`src/rtl/alu_pkg.sv`:
```
// alu_pkg: opcode enum, request struct and skid-buffer state shared by the ALU operand stage.
package alu_pkg;
  typedef enum logic [3:0] {ADD, SUB, AND, OR, XOR, SHL, SHR, ROL, ROR} alu_op_e;
  localparam int NUM_OPS = 9;
  localparam int ALU_N = 8;
  // Default-width request; the stage builds an N-wide equivalent with the same field order.
  typedef struct packed {
    alu_op_e op;
    logic [ALU_N-1:0] a;
    logic [ALU_N-1:0] b;
    logic [$clog2(ALU_N)-1:0] amt;
    logic illegal;
  } alu_req_t;
  typedef enum logic [1:0] {EMPTY, ONE, TWO} skid_state_e;
endpackage

```
`src/rtl/alu_skid_buffer.sv`:
```
// alu_skid_buffer: generic two-entry skid buffer with registered in_ready and out_valid.
module alu_skid_buffer import alu_pkg::*; #(
  parameter type T = logic
) (
  input  logic clk,
  input  logic rst,
  input  logic in_valid,
  output logic in_ready,
  input  T     in_data,
  output logic out_valid,
  input  logic out_ready,
  output T     out_data
);
  skid_state_e state, state_nxt;
  T skid;
  logic in_hs, out_hs;
  assign in_hs = in_valid && in_ready;
  assign out_hs = out_valid && out_ready;
  always_comb
    state_nxt = state == EMPTY ? (in_hs ? ONE : EMPTY) :
                state == ONE   ? (in_hs && !out_hs ? TWO : !in_hs && out_hs ? EMPTY : ONE) :
                                 (out_hs ? ONE : TWO);
  always_ff @(posedge clk) begin
    if (rst) begin
      state <= EMPTY;
      in_ready <= 1'b0;
      out_valid <= 1'b0;
      out_data <= '0;
      skid <= '0;
    end else begin
      state <= state_nxt;
      in_ready <= state_nxt != TWO;
      out_valid <= state_nxt != EMPTY;
      if (in_hs && (state == EMPTY || out_hs))
        out_data <= in_data;
      else if (state == TWO && out_hs)
        out_data <= skid;
      if (in_hs && state == ONE && !out_hs)
        skid <= in_data;
    end
  end
endmodule

```
`src/rtl/alu_operand_stage.sv`:
```
// alu_operand_stage: registered issue stage presenting opcode, operands, shift amount and illegal flag.
module alu_operand_stage import alu_pkg::*; #(
  parameter int N = 8,
  parameter int OP_W = 4,
  parameter int CNT_W = 16
) (
  input  logic                 clk,
  input  logic                 rst,
  input  logic                 in_valid,
  output logic                 in_ready,
  input  logic [OP_W-1:0]      in_op,
  input  logic [N-1:0]         in_a,
  input  logic [N-1:0]         in_b,
  output logic                 out_valid,
  input  logic                 out_ready,
  output logic [OP_W-1:0]      out_op,
  output logic [N-1:0]         out_a,
  output logic [N-1:0]         out_b,
  output logic [$clog2(N)-1:0] out_amt,
  output logic                 out_illegal,
  output logic [CNT_W-1:0]     issued_cnt
);
  localparam int AW = $clog2(N);
  typedef struct packed {
    logic [OP_W-1:0] op;
    logic [N-1:0] a;
    logic [N-1:0] b;
    logic [AW-1:0] amt;
    logic illegal;
  } req_t;
  req_t in_req, out_req;
  // N is a power of two, so b mod N is just the low bits.
  assign in_req = '{op: in_op, a: in_a, b: in_b, amt: in_b[AW-1:0],
                    illegal: int'({1'b0, in_op}) >= NUM_OPS};
  alu_skid_buffer #(.T(req_t)) u_skid (
    .clk(clk),
    .rst(rst),
    .in_valid(in_valid),
    .in_ready(in_ready),
    .in_data(in_req),
    .out_valid(out_valid),
    .out_ready(out_ready),
    .out_data(out_req)
  );
  assign out_op = out_req.op;
  assign out_a = out_req.a;
  assign out_b = out_req.b;
  assign out_amt = out_req.amt;
  assign out_illegal = out_req.illegal;
  always_ff @(posedge clk)
    if (rst)
      issued_cnt <= '0;
    else if (out_valid && out_ready)
      issued_cnt <= issued_cnt + 1'b1;
endmodule
```
`config.mk`:
```
export PLATFORM = sky130hd
export DESIGN_NAME = alu_operand_stage
export DESIGN_NICKNAME = d
export VERILOG_FILES = /design/src/rtl/alu_pkg.sv /design/src/rtl/alu_skid_buffer.sv /design/src/rtl/alu_operand_stage.sv
export SDC_FILE = /design/constraint.sdc
export NUM_CORES = 1
export LEC_CHECK = 0
export CAP_MARGIN = 20
export CORE_MARGIN = 5
export CORE_UTILIZATION = 25
export DETAILED_ROUTE_END_ITERATION = 7
export PLACE_DENSITY = 0.48
export SLEW_MARGIN = 40
export SYNTH_ARGS = -nofsm -noshare
export SYNTH_HDL_FRONTEND = slang
export SYNTH_SLANG_ARGS = --single-unit
```
`constraint.sdc`:
```
create_clock -name clk -period 4.7 [get_ports clk]
set_clock_uncertainty 0.15 [all_clocks]
set_input_delay 0.94 -clock clk [delete_from_list [all_inputs] [get_ports clk]]
set_output_delay 0.94 -clock clk [all_outputs]
set_load 0.005 [all_outputs]
```
Fig. 1: run 1, clock distribution
(4 px per µm)
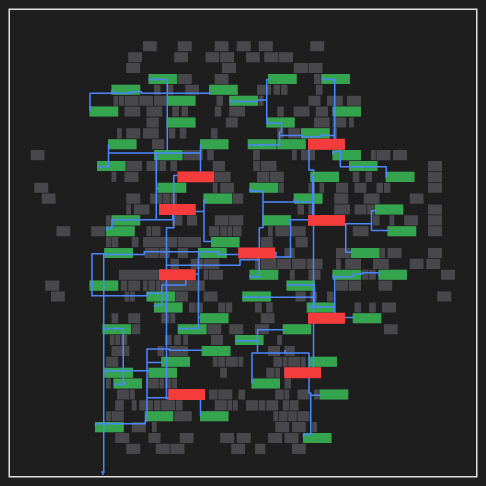
Green marks flip-flops, count 62. Red marks clock-net drivers, count 9. Blue marks clock wires, length 915 µm.
There are 10 routed clock nets.

Fig. 2: run 1, metal 2
(3 px per µm) Cells faint in the background.
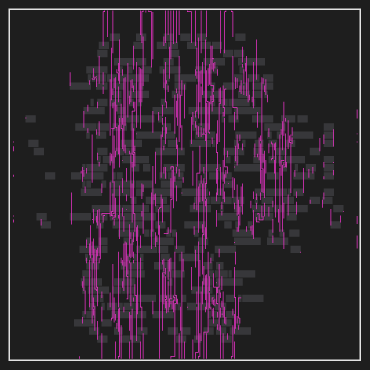
The layer carries 3530 µm of wire. 313 nets have wire on it. The layer holds 47% of the routed length. The longest straight run is 44.4 µm. The wires run mostly vertical.
M2 GR Usage: 0.188
DR vias: 2395
total wire length: 7.58 mm

==> impl_metrics.csv, run 1 <==
group,metric,value,unit
clock_tree,cts_setup_buffers,0,
power,largestPowerGroup,"clock",
clock_tree,cts_hold_buf,0,
worst_setup_path,critPathMaxStageDelay,750,ps
final_timing,rsz0062_at_grt,"no",
worst_setup_path,start_kind,"primary input",
synth,synth-edff-count,0,
detailed_routing,drc,0,
layout,seqCellArea,0.00124,mm²
outcome,status,"finished clean",
synth,mux_share,0.154,
layout,clockNetworkAreaShare,0.0800,
synth,synthesis.area,0.00284,mm²
detailed_routing,wl_met2,3.53,mm
power,seq_power_share,0.408,
power,powerClk,679,µW
power,pwr-share-comb,0.084,
worst_setup_path,end_kind,"register",
worst_setup_path,r2r_slack,2380,ps
power,comb-power,113,µW
floorplan,io_pins,66,
global_route,grt-busiest-layer,"met2",
worst_setup_path,endpoint,"u_skid.out_data[2]$_SDFFE_PP0P_",
final_timing,setup_tns,0,ps
layout,n_all_buffers,68,
final_timing,worstMarginPinSlew,789,ps
floorplan,floorplan.core_util,0.258,
synth,most_common_cell,"dfxtp_1",
clock_tree,cts.clk_slew.worst_paths,60,ps
global_route,track_usage,0.117,
power,clkPwrFrac,0.507,
global_route,overflow,0,
synth,fp_nets,329,
synth,flop_cell,"dfxtp_1",
Fig. 3: run 1, pin map
(2 px per µm) Pins as bars across the die edge, other pins in gray.
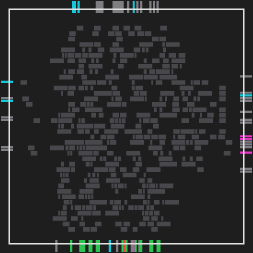
Magenta marks in_op, pins 4, direction input, edge 3 right, 1 bottom. Green marks issued_cnt, pins 16, direction output, edge bottom. Cyan marks in_a, pins 8, direction input, edge 4 top, 2 left, 1 bottom, 1 right. Red marks out_illegal, pins 1, direction output, edge bottom.
DIE HEIGHT: 117 µm
Port Buffers: 65

Fig. 4: run 1, cells colored by class
(3 px per µm) Fill, decap, tap and diode cells in gray.
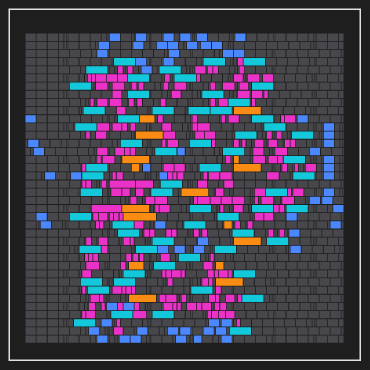
Orange marks clock drivers and dummy loads, cells 16. Blue marks remaining buffers and delay cells, cells 68. Magenta marks remaining logic cells, cells 214. Cyan marks registers, cells 62.
core area: 0.0110 mm²
post-route cell area: 0.00388 mm²
fraction of area in registers: 0.320

## Run 2: what changed since run 1
Clock period 4.7 ns to 3.01 ns, I/O delays scaled along.
Fig. 5: run 2, metal 2
(3 px per µm) Cells faint in the background.
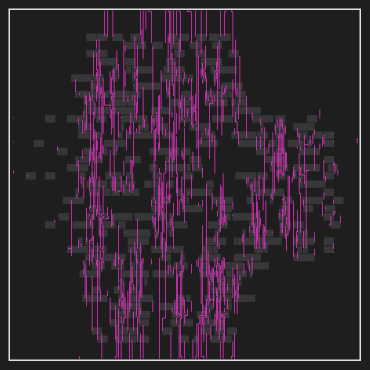
The wires run mostly vertical. The layer holds 48% of the routed length.
DR vias: 2442
M2 GR Usage: 0.181

Fig. 6: run 2, clock routing
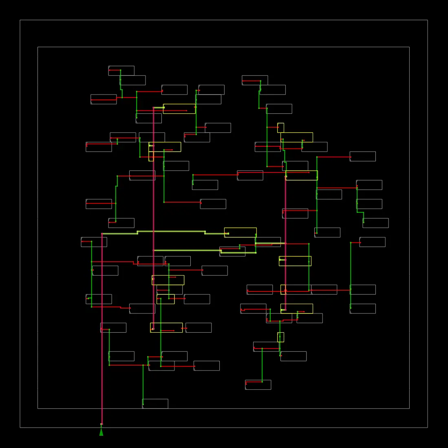
flip-flops: 62
clock network power: 908 µW
TritonCTS buffer count: 9
clk latency late pin: 320 ps
clk sinks: 62

==> run 2 against run 1 <==
Core utilization about the same. Clock power rose by 34%. Critical path depth did not move. Area after synthesis unchanged. Combinational power rose by 62%. Largest power group unchanged. Hold slack worse by 5.5 ps. Critical endpoint is now issued_cnt[13]$_SDFFE_PP0P_. Sequential share of layout area is essentially flat. Register-to-register slack got worse by 1200 ps. Worst setup slack got worse by 880 ps. Via count rose by 2.0%.
==> impl_metrics.csv, run 2 <==
group,metric,value,unit
outcome,status,"finished clean",
synth,synth-edff-count,0,
global_route,grt-busiest-layer,"met2",
worst_setup_path,start_kind,"primary input",
global_route,grt.met1_usage,0.152,
global_route,overflow,0,
worst_setup_path,critPathMaxStageDelay,570,ps
detailed_routing,wl_met2,3.69,mm
final_timing,rsz0062_at_grt,"no",
synth,flop_cell,"dfxtp_1",
layout,clockNetworkAreaShare,0.0662,
clock_tree,cts.clk_slew.worst_paths,50,ps
final_timing,setup_tns,0,ps
global_route,track_usage,0.116,
clock_tree,cts_setup_buffers,0,
floorplan,coreArea,0.0110,mm²
global_route,antenna_found_initial,0,
synth,fp_nets,329,
power,clkPwrFrac,0.467,
global_route,grt_pass1_vias,2373,
worst_setup_path,critPathLaunch,"out_ready",
synth,synthesis.area,0.00284,mm²
power,largestPowerGroup,"clock",
worst_setup_path,endpoint,"issued_cnt[13]$_SDFFE_PP0P_",
floorplan,floorplan.core_util,0.258,
synth,most_common_cell,"dfxtp_1",
clock_tree,cts_hold_buf,0,
power,seq_power_share,0.439,
layout,n_all_buffers,78,
final_timing,worstMarginPinSlew,728,ps
floorplan,io_pins,66,
placement,io_buffers,65,
worst_setup_path,end_kind,"register",
worst_setup_path,r2r_slack,1170,ps
power,pwr-share-comb,0.094,
power,comb-power,183,µW
layout,seqCellArea,0.00124,mm²
Fig. 7: run 2, cells colored by class
(3 px per µm) Fill, decap, tap and diode cells in gray.
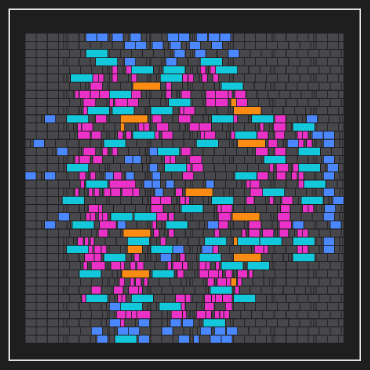
Magenta marks remaining logic cells, cells 214. Orange marks clock drivers and dummy loads, cells 14. Blue marks remaining buffers and delay cells, cells 78. Cyan marks registers, cells 62.
Post-Route Utilization: 0.353
row count: 38
post-route cell area: 0.00388 mm²
fraction of area in registers: 0.320

## Run 3: what changed since run 2
Clock period 3.01 ns to 2.15 ns, I/O delays scaled along.
Fig. 8: run 3, cells colored by class
(3 px per µm) Fill, decap, tap and diode cells in gray.
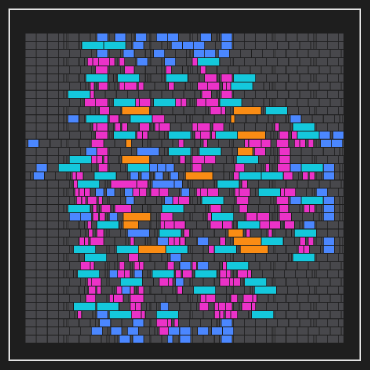
Cyan marks registers, cells 62. Magenta marks remaining logic cells, cells 214. Blue marks remaining buffers and delay cells, cells 88. Orange marks clock drivers and dummy loads, cells 14.

Fig. 9: run 3, metal 2
(3 px per µm) Cells faint in the background.
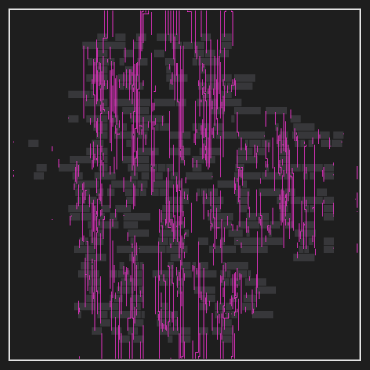
The layer holds 48% of the routed length. 324 nets have wire on it. The wires run mostly vertical.

==> run 3 against run 2 <==
Combinational power up about 50%. Die area did not move. Total power up 44%. Critical path depth fell by 4. Non-clock buffer count increased by 10. First-iteration DRC count shrank 4.4%. Hold slack improved by 2.0 ps. Design area increased by 3.4%. Sequential cell count did not move. Area after synthesis is the same.
==> impl_metrics.csv, run 3 <==
group,metric,value,unit
layout,clockNetworkAreaShare,0.0687,
floorplan,coreArea,0.0110,mm²
clock_tree,cts.clk_slew.worst_paths,50,ps
clock_tree,cts.sinks,62,
global_route,grt_util_met2,0.188,
global_route,grt.met1_usage,0.159,
layout,sh_seq_area,0.310,
worst_setup_path,critPathLaunch,"issued_cnt[8]$_SDFFE_PP0P_",
global_route,antenna_found_initial,0,
clock_tree,numCtsBuffers,9,
floorplan,floorplan.core_util,0.258,
worst_setup_path,start_kind,"register",
clock_tree,cts_hold_buf,0,
layout,seqCellArea,0.00124,mm²
synth,synth-edff-count,0,
detailed_routing,drc,0,
placement,io_buffers,65,
power,pwr-share-comb,0.098,
final_timing,setup_tns,0,ps
global_route,grt-busiest-layer,"met2",
global_route,grt_pass1_vias,2415,
clock_tree,worst_skew_pair.late_latency,310,ps
synth,most_common_cell,"dfxtp_1",
layout,design_area,0.00401,mm²
worst_setup_path,end_kind,"output port",
detailed_routing,vias,2440,
floorplan,rows,38,
layout,n_all_buffers,88,
outcome,status,"finished clean",
synth,fp_nets,329,
synth,mux_share,0.154,
final_timing,worstMarginPinSlew,368,ps
worst_setup_path,critPathMaxStageDelay,550,ps
clock_tree,cts_setup_buffers,0,
Fig. 10: run 3, pin map
(2 px per µm) Pins as bars across the die edge, other pins in gray.
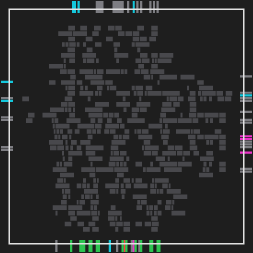
Magenta marks in_op, pins 4, direction input, edge 3 right, 1 bottom. Red marks out_illegal, pins 1, direction output, edge bottom. Green marks issued_cnt, pins 16, direction output, edge bottom. Cyan marks in_a, pins 8, direction input, edge 4 top, 2 left, 1 bottom, 1 right.
All pins by edge: 23 bottom, 20 top, 16 right, 7 left.
Die X: 117 µm

No activity file was given, so power comes from the tool's default toggle rates.
